Placement by cell class:
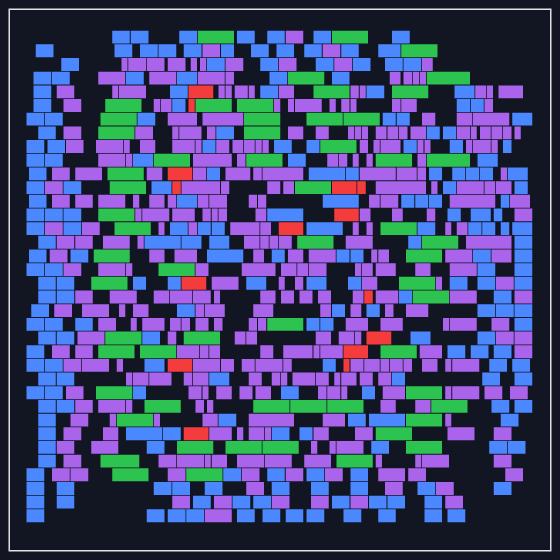
The clock network:
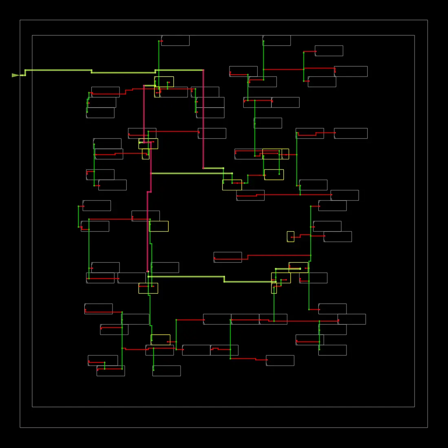
Floorplan with the power grid:
The bar under the picture is 20 um long. Pins as bars on the die edge.
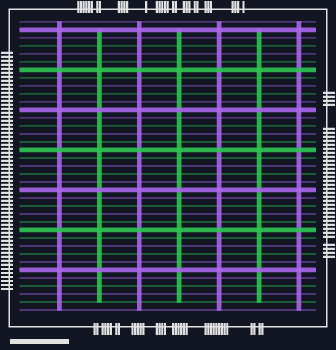
Clock network drawn from the DEF:
The bar under the picture is 20 um long.
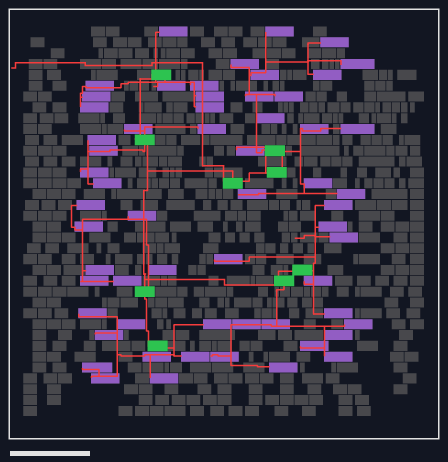
`src/rtl/add_sub_rr_arbiter.sv`:
```
// add_sub_rr_arbiter: 4-way round-robin grant into a one-cycle N-bit add/sub; ports clk, rst, req_valid/ready/a/b/opcode in, rsp_valid/ready/id/result/carry out, busy
module add_sub_rr_arbiter #(
  parameter int N = 16
) (
  input  logic           clk,
  input  logic           rst,
  input  logic [3:0]     req_valid,
  output logic [3:0]     req_ready,
  input  logic [4*N-1:0] req_a,
  input  logic [4*N-1:0] req_b,
  input  logic [3:0]     req_opcode,
  output logic           rsp_valid,
  input  logic           rsp_ready,
  output logic [1:0]     rsp_id,
  output logic [N-1:0]   rsp_result,
  output logic           rsp_carry,
  output logic           busy
);
  localparam logic [1:0] IDLE = 2'd0, EXEC = 2'd1, HOLD = 2'd2;
  logic [1:0]   state, ptr, g, id_q;
  logic [N-1:0] a_q, b_q;
  logic         op_q;
  always_comb begin
    g = ptr;
    for (int k = 3; k >= 0; k--)
      if (req_valid[ptr + 2'(k)]) g = ptr + 2'(k);
  end
  assign req_ready = (!rst && state == IDLE && |req_valid) ? 4'b0001 << g : 4'b0000;
  assign busy = !rst && state != IDLE;
  always_ff @(posedge clk)
    if (rst) begin
      state      <= IDLE;
      ptr        <= '0;
      a_q        <= '0;
      b_q        <= '0;
      op_q       <= 1'b0;
      id_q       <= '0;
      rsp_valid  <= 1'b0;
      rsp_result <= '0;
      rsp_carry  <= 1'b0;
      rsp_id     <= '0;
    end else
      case (state)
        IDLE: if (|req_valid) begin
          a_q   <= req_a[g*N +: N];
          b_q   <= req_b[g*N +: N];
          op_q  <= req_opcode[g];
          id_q  <= g;
          ptr   <= g + 2'd1;
          state <= EXEC;
        end
        EXEC: begin
          {rsp_carry, rsp_result} <= {1'b0, a_q} + {1'b0, b_q ^ {N{op_q}}} + (N+1)'(op_q);
          rsp_id    <= id_q;
          rsp_valid <= 1'b1;
          state     <= HOLD;
        end
        HOLD: if (rsp_ready) begin
          rsp_valid <= 1'b0;
          state     <= IDLE;
        end
        default: state <= IDLE;
      endcase
endmodule
```
`config.mk`:
```
export PLATFORM = sky130hd
export DESIGN_NAME = add_sub_rr_arbiter
export DESIGN_NICKNAME = d
export VERILOG_FILES = /design/src/rtl/add_sub_rr_arbiter.sv
export SDC_FILE = /design/constraint.sdc
export NUM_CORES = 1
export LEC_CHECK = 0
export CAP_MARGIN = 20
export CORE_MARGIN = 3
export CORE_UTILIZATION = 42
export CTS_BUF_LIST = sky130_fd_sc_hd__clkbuf_8
export CTS_CLUSTER_SIZE = 24
export DETAILED_ROUTE_END_ITERATION = 10
export PLACE_DENSITY = 0.8
export REMOVE_ABC_BUFFERS = 1
export SYNTH_ARGS = -nofsm -noshare
export SYNTH_HDL_FRONTEND = slang
export SYNTH_SLANG_ARGS = --single-unit
```
`constraint.sdc`:
```
create_clock -name clk -period 2.33 [get_ports clk]
set_input_delay 0.5825 -clock clk [delete_from_list [all_inputs] [get_ports clk]]
set_output_delay 0.5825 -clock clk [all_outputs]
set_load 0.005 [all_outputs]
```
==> results.toml <==
# physical design summary
[timing]
setup_viol = 6
least_margin_pin_slew_ns = 0.465
setup_tns_ns = -0.467
timing.slew.headroom = 0.689
slew_viols_final = 0
setup_slack_of_the_critical_path_after_layout_ns = -0.142
final.setup_skew_ns = 0.00649
fin_crit_sh = 1.06
min_hold_slack_ns = 0.455
period_needed_ns = 2.47
hold_fails_final_rpt = 0

[synth]
yosysUniqueCellTypes = 64
synthCells = 443
edf_count = 0
synthArstFlopShare = 0
synthDominantAreaCellType = "sky130_fd_sc_hd__dfxtp_1"
dominant_kind_of_combinational_cell = "AND-OR/OR-AND gates"
ys_sh_aoi = 0.268
ys_chip_area_mm2 = 0.00432
mux_share = 0.156
area_leaders = "sky130_fd_sc_hd__dfxtp_1 (27%), sky130_fd_sc_hd__mux2i_1 (15%), sky130_fd_sc_hd__o221ai_2 (11%), sky130_fd_sc_hd__ha_1 (5.8%), sky130_fd_sc_hd__nand2_1 (5.0%)"
synth-main-ff-cell = "sky130_fd_sc_hd__dfxtp_1"
synth_seq_share = 0.274
top_area_frac = 0.274

[finish]
final_instance_area_mm2 = 0.00687
ff_latch_area_mm2 = 0.00119
final-instance-count-excl-fill = 793
multi_input_comb_area_mm2 = 0.00306
non_clock_buffer_count = 229
bufAreaShareNonClock = 0.329
antenna-diode-count = 0
comb_share = 0.445
largest_class = "logic gates"
reg_top3 = "a_q: 16 flops, b_q: 16 flops, rsp_result: 16 flops"
layout_top_cells_excl_fill_tap = "sky130_fd_sc_hd__clkdlybuf4s50_1 (154), sky130_fd_sc_hd__mux2i_1 (66), sky130_fd_sc_hd__nand2_1 (57), sky130_fd_sc_hd__dfxtp_1 (56), sky130_fd_sc_hd__buf_4 (45)"
non_clock_inverter_count = 8
nFillCells = 758
final_util = 0.697
post_route_cells_drive_above_1_share = 0.259
layout.nets = 816

[floorplan]
num_tap_cells = 133
floorplan.io_pins = 164
floorplan.initialDensity = 0.438
placement_rows = 36
die_area_mm2 = 0.0115
floorplan.die.width_um = 107

[global_routing]
grt_start_max_net_pins = 32
gr-usage-met1 = 0.257
globalRoute.totalOverflow = 0
grt_util_all_layers = 0.219
busiest_layer = "met2"
grtUsageMet2 = 0.396
grt_pass1_vias = 4349
grt_first_pass_wirelength_um = 20500
antenna_found_initial = 0

[run]
max-cap-violations = 0

[status]
status = "complete, but fails checks"
failed_checks = "setup timing"

[power]
vdd_ir_drop_max_uv = 323
seq_power_mw = 1.35
power_frac_seq = 0.276
combinational_cell_power_mw = 2.76
switching_share = 0.377
power.internal_mw = 3.06
clock_power_share = 0.162
switching_power_mw = 1.85
power_density_over_cell_area_mw_per_mm2 = 715

[cts]
cts_made_buffers = 9
tritoncts = "done"
insertion_delay_ns = 0.34

[worst_setup_path]
crit_path_start_kind = "input pin"
cp_slowest_stage_delay_ns = 0.29
timing.rr.start = "op_q"
critical_path.cell_chain = "buf_6, nor2b_4, a221o_1, o22ai_4, buf_6, inv_4, ha_2, and3_4, buf_2"
timing.critical_path.fanout_max = 4
critPathRequiredTime_ns = 1.75
timing.critical_path.arrival_ns = 1.89
r2r_cells = 8
worst-path-stages = 9
worstSetupStartpoint = "req_valid[2]"

[min_path]
worstHoldPathCells = 2
worstHoldPathType = "reg2reg"
hold_path_startpoint = "rsp_result[12]"
whs_endpoint = "rsp_result[12]"

[place]
pre_cts_slack_ns = -0.942
post-place-cells = 753
weighted_congestion_reported_at_the_end_of_routability_driven_placement = 0.829
numPortBuffers = 163
post-dp-hpwl_um = 9570
detailed_place.area_mm2 = 0.00627

[routing]
routed_via_density = 5.36
highest-signal-layer = "met4"
drc = 0
drt-wirelength-per-cell_um = 16.1
num_vias = 4250
wl_met3_um = 843
routed_wirelength_um = 12800
Back to the opening pictures, 'placement by cell class':
class	color	cells	share of their area
clock drivers and dummy loads	red	15	2.4%
remaining buffers and delay cells	blue	229	34%
registers	green	59	18%
remaining logic cells	purple	357	46%

Back to the opening pictures, 'the clock network':
clock-net power: 795 uW
number of clock sinks seen by CTS: 59
total number of sequential cells: 59

Back to the opening pictures, 'floorplan with the power grid':
net	color
VDD	green
VSS	purple
rows	36
met1 rails	37
signal pins	164
met5 straps	7
met4 straps	7

Back to the opening pictures, 'clock network drawn from the DEF':
[flip-flops] purple | count: 59
[clock-net drivers] green | count: 9
[clock wires] red | length: 850 um
routed clock nets	10

-- synthesized netlist by cell type, drive strengths merged, types with 2 or more instances --
library cell  number
nor3               6
xor2              15
o21ai             11
o21bai             2
a21oi             24
nand2             60
mux2i             67
a21o               8
dfxtp             59
nor2              16
o22ai              2
nand3              9
and2               2
and3               9
o31ai              3
nand3b             2
a211o              4
or3                5
clkbuf            10
o211ai             5
ha                20
o21a               5
a2111oi            3
nor2b              8
a2111o             2
inv                8
a211oi             5
o221ai            35
nand4              6
buf               17
-- what timing repair did --
action,4_1_cts,5_1_grt
setup buffers,8,17
gates resized,48,52
pin swaps,7,31
setup endpoints to repair,38,45
Power figures rest on the tool's default switching activity, not on a simulated workload.
